## config.mk

```make
export PLATFORM = sky130hd
export DESIGN_NAME = unidade_load_store_flat
export DESIGN_NICKNAME = d
export VERILOG_FILES = /design/src/rtl/unidade_load_store_pkg.sv /design/src/rtl/unidade_load_store_if.sv /design/src/rtl/unidade_load_store_alinhador.sv /design/src/rtl/unidade_load_store.sv /design/src/flat_wrapper.sv
export SDC_FILE = /design/constraint.sdc
export NUM_CORES = 1
export LEC_CHECK = 0
export CORE_MARGIN = 1.5
export CORE_UTILIZATION = 44
export DETAILED_ROUTE_END_ITERATION = 10
export GPL_ROUTABILITY_DRIVEN = 0
export GPL_TIMING_DRIVEN = 0
export PLACE_DENSITY = 0.77
export SYNTH_ARGS = -nofsm -noshare
export SYNTH_HDL_FRONTEND = slang
export SYNTH_SLANG_ARGS = --single-unit
```

## constraint.sdc

```tcl
create_clock -name clock -period 2.4 [get_ports clock]
set_input_delay 0.48 -clock clock [delete_from_list [all_inputs] [get_ports clock]]
set_output_delay 0.48 -clock clock [all_outputs]
set_load 0.01 [all_outputs]
```

## src/rtl/unidade_load_store_pkg.sv

```systemverilog
// pkg_load_store: access-size encodings, FSM states and lane helpers for the load/store unit
package pkg_load_store;
  typedef enum logic [1:0] {
    TIPO_WORD   = 2'b00,
    TIPO_HALF   = 2'b01,
    TIPO_BYTE   = 2'b10,
    TIPO_ILEGAL = 2'b11
  } tipo_t;
  typedef enum logic [1:0] {OCIOSO, LEITURA, ESCRITA, CONCLUI} estado_t;
  localparam int LARG_LANE = 8;
  function automatic logic [4:0] desl_lane(input logic [1:0] lane);
    return 5'(lane * LARG_LANE);
  endfunction
endpackage

```

## src/rtl/unidade_load_store_if.sv

```systemverilog
// unidade_load_store_if: CPU request/response and data-memory port of the load/store unit
interface unidade_load_store_if #(parameter int LARG_END = 26);
  logic inicio, memRead, memWrite, sem_sinal, ocupado, pronto, erro, mem_memWrite;
  logic [1:0] tipo;
  logic [27:0] endereco_byte;
  logic [31:0] dado_cpu, dado_Lido_cpu, mem_dado_Escrito, mem_dado_Lido;
  logic [LARG_END-1:0] mem_endereco;
  modport slave (
    input  inicio, memRead, memWrite, tipo, sem_sinal, endereco_byte, dado_cpu, mem_dado_Lido,
    output ocupado, pronto, erro, dado_Lido_cpu, mem_endereco, mem_memWrite, mem_dado_Escrito
  );
  modport master (
    output inicio, memRead, memWrite, tipo, sem_sinal, endereco_byte, dado_cpu, mem_dado_Lido,
    input  ocupado, pronto, erro, dado_Lido_cpu, mem_endereco, mem_memWrite, mem_dado_Escrito
  );
endinterface

```

## src/rtl/unidade_load_store_alinhador.sv

```systemverilog
// alinhador_dados: merges store lanes into a word and extracts/extends load lanes
module alinhador_dados
  import pkg_load_store::*;
(
  input  tipo_t       tipo_i,
  input  logic [1:0]  lane_i,
  input  logic        sem_sinal_i,
  input  logic [31:0] palavra_i,
  input  logic [31:0] dado_cpu_i,
  output logic [31:0] palavra_escrita_o,
  output logic [31:0] dado_lido_o
);
  logic [4:0] desl;
  logic [31:0] mascara, bruto;
  always_comb begin
    desl = desl_lane(lane_i);
    mascara = (tipo_i == TIPO_HALF ? 32'h0000_FFFF : 32'h0000_00FF) << desl;
    bruto = palavra_i >> desl;
    palavra_escrita_o = tipo_i == TIPO_WORD ? dado_cpu_i
                      : (palavra_i & ~mascara) | ((dado_cpu_i << desl) & mascara);
    dado_lido_o = tipo_i == TIPO_WORD ? palavra_i
                : tipo_i == TIPO_HALF ? {{16{~sem_sinal_i & bruto[15]}}, bruto[15:0]}
                : {{24{~sem_sinal_i & bruto[7]}}, bruto[7:0]};
  end
endmodule

```

## src/rtl/unidade_load_store.sv

```systemverilog
// unidade_load_store: byte-addressed load/store unit, sub-word stores by read-modify-write.
// LSU_ALIGN_CHECK_EN: misaligned word/half accesses fault instead of being force-aligned.
module unidade_load_store
  import pkg_load_store::*;
#(
  parameter int PROFUNDIDADE = 51,
  parameter int LARG_END = 26
) (
  input logic clock,
  input logic reset,
  unidade_load_store_if.slave bus
);
  estado_t estado_q;
  tipo_t tipo_q, tipo_in;
  logic [1:0] lane_q;
  logic leitura_q, sem_q, pronto_q, erro_q, mem_we_q, falha;
  logic [31:0] dado_q, palavra_q, lido_q, palavra_escrita, dado_lido, palavra_sel;
  logic [LARG_END-1:0] mem_end_q;
  logic [27:0] end_al;
  always_comb begin
    tipo_in = tipo_t'(bus.tipo);
    end_al = tipo_in == TIPO_WORD ? {bus.endereco_byte[27:2], 2'b00}
           : tipo_in == TIPO_HALF ? {bus.endereco_byte[27:1], 1'b0} : bus.endereco_byte;
    falha = bus.memRead == bus.memWrite || tipo_in == TIPO_ILEGAL
         || 32'(bus.endereco_byte[27:2]) >= PROFUNDIDADE;
`ifdef LSU_ALIGN_CHECK_EN
    falha = falha || end_al != bus.endereco_byte;
`endif
    palavra_sel = estado_q == LEITURA ? bus.mem_dado_Lido : palavra_q;
  end
  alinhador_dados u_alinhador (
    .tipo_i           (tipo_q),
    .lane_i           (lane_q),
    .sem_sinal_i      (sem_q),
    .palavra_i        (palavra_sel),
    .dado_cpu_i       (dado_q),
    .palavra_escrita_o(palavra_escrita),
    .dado_lido_o      (dado_lido)
  );
  always_ff @(posedge clock or negedge reset)
    if (!reset) begin
      estado_q  <= OCIOSO;
      tipo_q    <= TIPO_WORD;
      lane_q    <= '0;
      leitura_q <= 1'b0;
      sem_q     <= 1'b0;
      dado_q    <= '0;
      palavra_q <= '0;
      lido_q    <= '0;
      pronto_q  <= 1'b0;
      erro_q    <= 1'b0;
      mem_we_q  <= 1'b0;
      mem_end_q <= '0;
    end else begin
      pronto_q <= 1'b0;
      mem_we_q <= 1'b0;
      case (estado_q)
        OCIOSO: if (bus.inicio) begin
          tipo_q    <= tipo_in;
          lane_q    <= end_al[1:0];
          leitura_q <= bus.memRead;
          sem_q     <= bus.sem_sinal;
          dado_q    <= bus.dado_cpu;
          erro_q    <= falha;
          pronto_q  <= falha;
          mem_end_q <= falha ? mem_end_q : LARG_END'(end_al[27:2]);
          mem_we_q  <= !falha && bus.memWrite && tipo_in == TIPO_WORD;
          estado_q  <= falha ? CONCLUI
                     : (bus.memRead || tipo_in != TIPO_WORD) ? LEITURA : ESCRITA;
        end
        LEITURA: begin
          palavra_q <= bus.mem_dado_Lido;
          lido_q    <= leitura_q ? dado_lido : lido_q;
          pronto_q  <= leitura_q;
          mem_we_q  <= !leitura_q;
          estado_q  <= leitura_q ? CONCLUI : ESCRITA;
        end
        ESCRITA: begin
          pronto_q <= 1'b1;
          estado_q <= CONCLUI;
        end
        default: begin
          erro_q   <= 1'b0;
          estado_q <= OCIOSO;
        end
      endcase
    end
  assign bus.ocupado          = estado_q != OCIOSO;
  assign bus.pronto           = pronto_q;
  assign bus.erro             = erro_q;
  assign bus.dado_Lido_cpu    = lido_q;
  assign bus.mem_endereco     = mem_end_q;
  assign bus.mem_memWrite     = mem_we_q;
  assign bus.mem_dado_Escrito = mem_we_q ? palavra_escrita : '0;
endmodule

```

## src/flat_wrapper.sv

```systemverilog
// flat-port wrapper written by rule: the top's interface ports become plain ports
module unidade_load_store_flat import pkg_load_store::*;
#(
  parameter int PROFUNDIDADE = 51,
  parameter int LARG_END = 26
)
  (clock, reset, bus_inicio, bus_memRead, bus_memWrite, bus_tipo, bus_sem_sinal, bus_endereco_byte, bus_dado_cpu, bus_mem_dado_Lido, bus_ocupado, bus_pronto, bus_erro, bus_dado_Lido_cpu, bus_mem_endereco, bus_mem_memWrite, bus_mem_dado_Escrito);
  unidade_load_store_if #(.LARG_END(LARG_END)) bus_i ();
  input logic clock;
  input logic reset;
  input wire logic [$bits(bus_i.inicio)-1:0] bus_inicio;
  input wire logic [$bits(bus_i.memRead)-1:0] bus_memRead;
  input wire logic [$bits(bus_i.memWrite)-1:0] bus_memWrite;
  input wire logic [$bits(bus_i.tipo)-1:0] bus_tipo;
  input wire logic [$bits(bus_i.sem_sinal)-1:0] bus_sem_sinal;
  input wire logic [$bits(bus_i.endereco_byte)-1:0] bus_endereco_byte;
  input wire logic [$bits(bus_i.dado_cpu)-1:0] bus_dado_cpu;
  input wire logic [$bits(bus_i.mem_dado_Lido)-1:0] bus_mem_dado_Lido;
  output wire logic [$bits(bus_i.ocupado)-1:0] bus_ocupado;
  output wire logic [$bits(bus_i.pronto)-1:0] bus_pronto;
  output wire logic [$bits(bus_i.erro)-1:0] bus_erro;
  output wire logic [$bits(bus_i.dado_Lido_cpu)-1:0] bus_dado_Lido_cpu;
  output wire logic [$bits(bus_i.mem_endereco)-1:0] bus_mem_endereco;
  output wire logic [$bits(bus_i.mem_memWrite)-1:0] bus_mem_memWrite;
  output wire logic [$bits(bus_i.mem_dado_Escrito)-1:0] bus_mem_dado_Escrito;
  assign bus_i.inicio = bus_inicio;
  assign bus_i.memRead = bus_memRead;
  assign bus_i.memWrite = bus_memWrite;
  assign bus_i.tipo = bus_tipo;
  assign bus_i.sem_sinal = bus_sem_sinal;
  assign bus_i.endereco_byte = bus_endereco_byte;
  assign bus_i.dado_cpu = bus_dado_cpu;
  assign bus_i.mem_dado_Lido = bus_mem_dado_Lido;
  assign bus_ocupado = bus_i.ocupado;
  assign bus_pronto = bus_i.pronto;
  assign bus_erro = bus_i.erro;
  assign bus_dado_Lido_cpu = bus_i.dado_Lido_cpu;
  assign bus_mem_endereco = bus_i.mem_endereco;
  assign bus_mem_memWrite = bus_i.mem_memWrite;
  assign bus_mem_dado_Escrito = bus_i.mem_dado_Escrito;
  unidade_load_store #(.PROFUNDIDADE(PROFUNDIDADE), .LARG_END(LARG_END)) u_core (.clock(clock), .reset(reset), .bus(bus_i));
endmodule
```

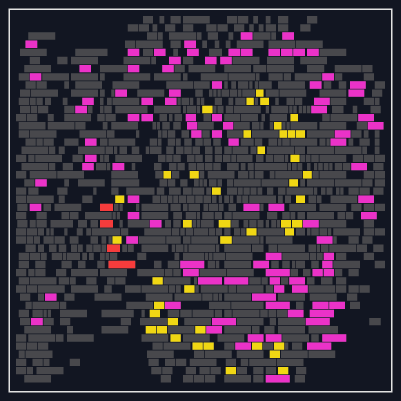
Run 1: gate-type map
(3 px per um)
family	color	cells
non-inverting ao/oa cells	yellow	43
fa/ha/maj cells	red	4
mux cells	magenta	96

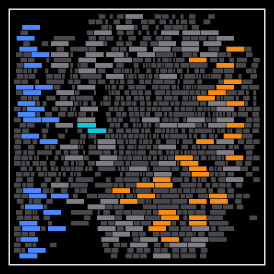
Run 1: where the registers sit
(2 px per um)
netlist name	color	placed flops
u_core.palavra_q	orange	32
u_core.lane_q	cyan	2
u_core.bus.mem_endereco	blue	26
not colored	73

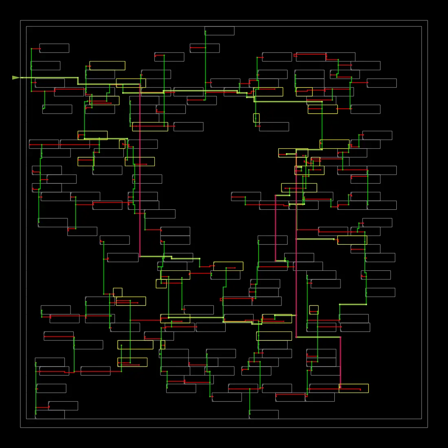
Run 1: clock wiring as the flow saved it
CTS buffer count: 17
worst skew pair latency: 0.43 ns

==> metrics.yaml, run 1 <==
outcome:
  outcome: "complete, but fails checks"
  failed_checks: "setup timing"
synthesis:
  synth-xor-area-share_pct: 0.129
  top_area_cell: "dfrtp_1"
  ys_cells: 601
  syn-instance-count: 601
  yosysTopAreaCellShare_pct: 49.2
  synth.most_common_cell: "dfrtp_1"
  yosys_warnings: 0
  ys_sh_mux_pct: 17.0
  ys_area_sq_mm: 0.00677
  synthFlopType: "dfrtp_1"
  logic_family: "AND-OR/OR-AND gates"
  netlist_top_cells_count: "133 x dfrtp_1, 70 x mux2_2, 42 x clkbuf_1"
critical_path:
  crit_end: "bus_mem_dado_Escrito[20]"
  rr_startpoint: "u_core.estado_q[1]$_DFFE_PN0N_"
  cp_data_required_time_ns: 1.92
  worstReg2RegEnd: "u_core.bus.dado_Lido_cpu[31]$_DFFE_PN0P_"
  crit_cells: 10
  rr_worst_depth: 10
  cp_max_fo: 7
  endpoint_kind: "output pin"
  criticalPathCategory: "reg2out"
  worstPathArrival_ns: 2.28
  critPathLaunch: "u_core.estado_q[1]$_DFFE_PN0N_"
pwr:
  pg_comb_mw: 9.07
  pwr-share-clk_pct: 18.2
  power_frac_seq_pct: 24.7
  swShare_pct: 40.6
  leakage_nw: 4.55
  powerSeq_mw: 3.92
  p_int_mw: 9.43
  powerClk_mw: 2.90
  p_comb_share_pct: 57.1
global_route:
  antenna_found_initial: 0
  gr-usage-met3_pct: 12.8
  grt_pass1_vias: 7099
  grt_usage_pct: 33.6
  grt_first_pass_wirelength_mm: 40.7
  grt_max_degree: 80
  grt_remaining_overflow: 0
  grt_busiest_layer: "met2"
floorplan:
  core_sq_mm: 0.0151
  die_area_sq_mm: 0.0161
  std_cell_rows: 45
  num_io_pins: 194
  taps: 188
cells_and_area:
  areaGrowthSynthToFinish_pct: 56.7
  antennaDiodeCount: 0
  nClkBuffers: 20
  combAreaFraction_pct: 34.0
  regArea_sq_mm: 0.00333
  nNetsFinal: 985
  finalInstanceArea_sq_mm: 0.0106
  mi_logic_area_sq_mm: 0.00360
  clock_cell_area_share_pct: 6.20
  layoutNonFillerInstCount: 1082
  n_all_inverters: 8
  nonClkBufAreaFrac_pct: 25.9
  lay_top_cells: "159 x clkdlybuf4s50_1, 130 x dfrtp_1, 56 x buf_4, 42 x mux2_2, 37 x o211ai_1"
  fillerInstances: 1020
  nMultiInputCombCells: 414
  buffers: 307
cts:
  clock-sinks: 133
  clk_pin_slew_worst_paths_ns: 0.06
  cts_setup_buffers: 58
  cts_buffer_depth: 2
routing:
  wl_met3_mm: 3.35
  vias_per_cell: 6.40
  drc: 0
  wl_met1_mm: 9.50
  wl_met2_mm: 12.1
  routed.top_layer: "met4"
  wire_per_inst_um: 24.6
  route.vias.total: 6923
  ant_nets: 0
final_timing:
  finalWorstSetupSlack_ns: -0.357
  finalCriticalPeriod_ns: 2.76
  setup-violations-final: 56
  period_used_pct: 115
  rsz0062_at_grt: "true"
  tightest_slew_ns: 0.723
  slew_headroom_pct: 51.5
  setup-tns-final_ns: -12.69
placed_design:
  hpwlAfterDp_mm: 16.7
  io_buffers: 193
  dp_cells: 983
min_path:
  hold_class: "in2async"
run:
  cap_viol_max_count: 0
  warning_count: 32
Run 1, nets reached from selected ports:
(4 px per um)
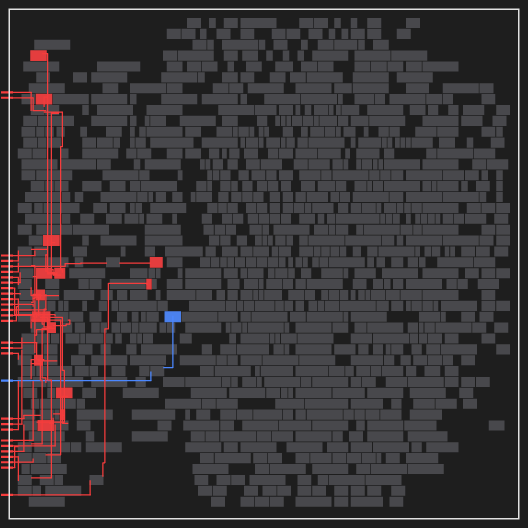

==> run 1 -> run 2 <==
CTS_CLUSTER_DIAMETER = 150   (was unset)
clock period = 2.5 ns   (was 2.4 ns; I/O delays follow)
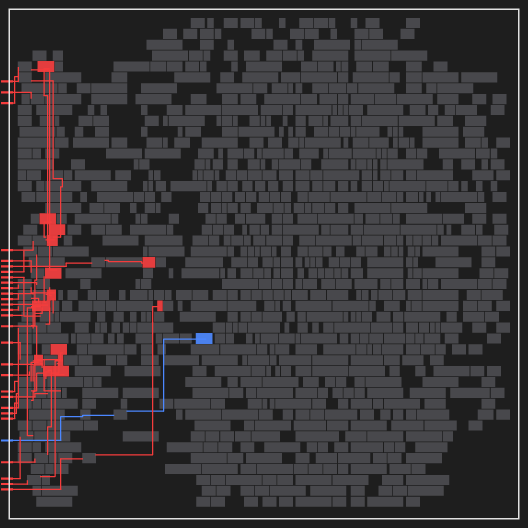
Run 2: nets reached from selected ports
(4 px per um)
port	color	bits	direction	edge	end cells	buffers	wire
bus_sem_sinal	blue	1	input	left	1	1	69.6 um
bus_endereco_byte	red	28	input	left	15	28	678 um

==> run 2 against run 1 <==
The flow still finishes with violations (setup timing); register-to-register slack is essentially flat; routed wire length is 4.8% higher; setup slack improved by 0.072 ns; worst hold slack improved by 0.50 ns; cell count increased by 2.0%; combinational power increased by 0.8%; sequential share of layout area decreased by 0.30 points; utilization rose by 0.67 points; area after synthesis stayed put; critical endpoint is now bus_mem_dado_Escrito[19]; largest cell class unchanged.
==> metrics.yaml, run 2 <==
outcome:
  outcome: "complete, but fails checks"
  failed_checks: "setup timing"
critical_path:
  rr_startpoint: "u_core.estado_q[1]$_DFFE_PN0N_"
  endpoint_kind: "output pin"
  crit_cells: 8
  rr_worst_depth: 11
  cp_data_required_time_ns: 2.00
  crit_end: "bus_mem_dado_Escrito[19]"
  worstReg2RegEnd: "u_core.bus.dado_Lido_cpu[21]$_DFFE_PN0P_"
  worstPathArrival_ns: 2.29
synthesis:
  logic_family: "AND-OR/OR-AND gates"
  ys_sh_mux_pct: 17.0
  netlist_top_cells_count: "133 x dfrtp_1, 70 x mux2_2, 42 x clkbuf_1"
  synth-xor-area-share_pct: 0.129
  top_area_cell: "dfrtp_1"
  syn-instance-count: 601
  yosysTopAreaCellShare_pct: 49.2
  ys_cells: 601
cells_and_area:
  nonClkBufAreaFrac_pct: 27.4
  areaGrowthSynthToFinish_pct: 58.2
  n_all_inverters: 8
  combAreaFraction_pct: 33.7
  buffers: 329
  layoutNonFillerInstCount: 1104
  finalInstanceArea_sq_mm: 0.0107
  nNetsFinal: 1007
  nClkBuffers: 18
pwr:
  p_int_mw: 8.96
  pg_comb_mw: 9.14
  powerSeq_mw: 3.79
  swShare_pct: 41.8
  powerClk_mw: 2.46
  power_frac_seq_pct: 24.7
  leakage_nw: 4.61
final_timing:
  slew_headroom_pct: 49.7
  tightest_slew_ns: 0.749
  setup-violations-final: 56
  rsz0062_at_grt: "true"
  finalWorstSetupSlack_ns: -0.285
  period_used_pct: 111
  finalCriticalPeriod_ns: 2.79
floorplan:
  core_sq_mm: 0.0151
  num_io_pins: 194
  die_area_sq_mm: 0.0161
  taps: 188
  std_cell_rows: 45
cts:
  cts_setup_buffers: 66
placed_design:
  io_buffers: 193
  hpwlAfterDp_mm: 16.8
  dp_cells: 983
routing:
  route.vias.total: 7156
  wire_per_inst_um: 25.2
  drc: 0
  wl_met3_mm: 3.56
  routed.top_layer: "met5"
global_route:
  gr-usage-met3_pct: 12.0
  grt_busiest_layer: "met2"
  antenna_found_initial: 1
No activity file was given, so power comes from the tool's default toggle rates.
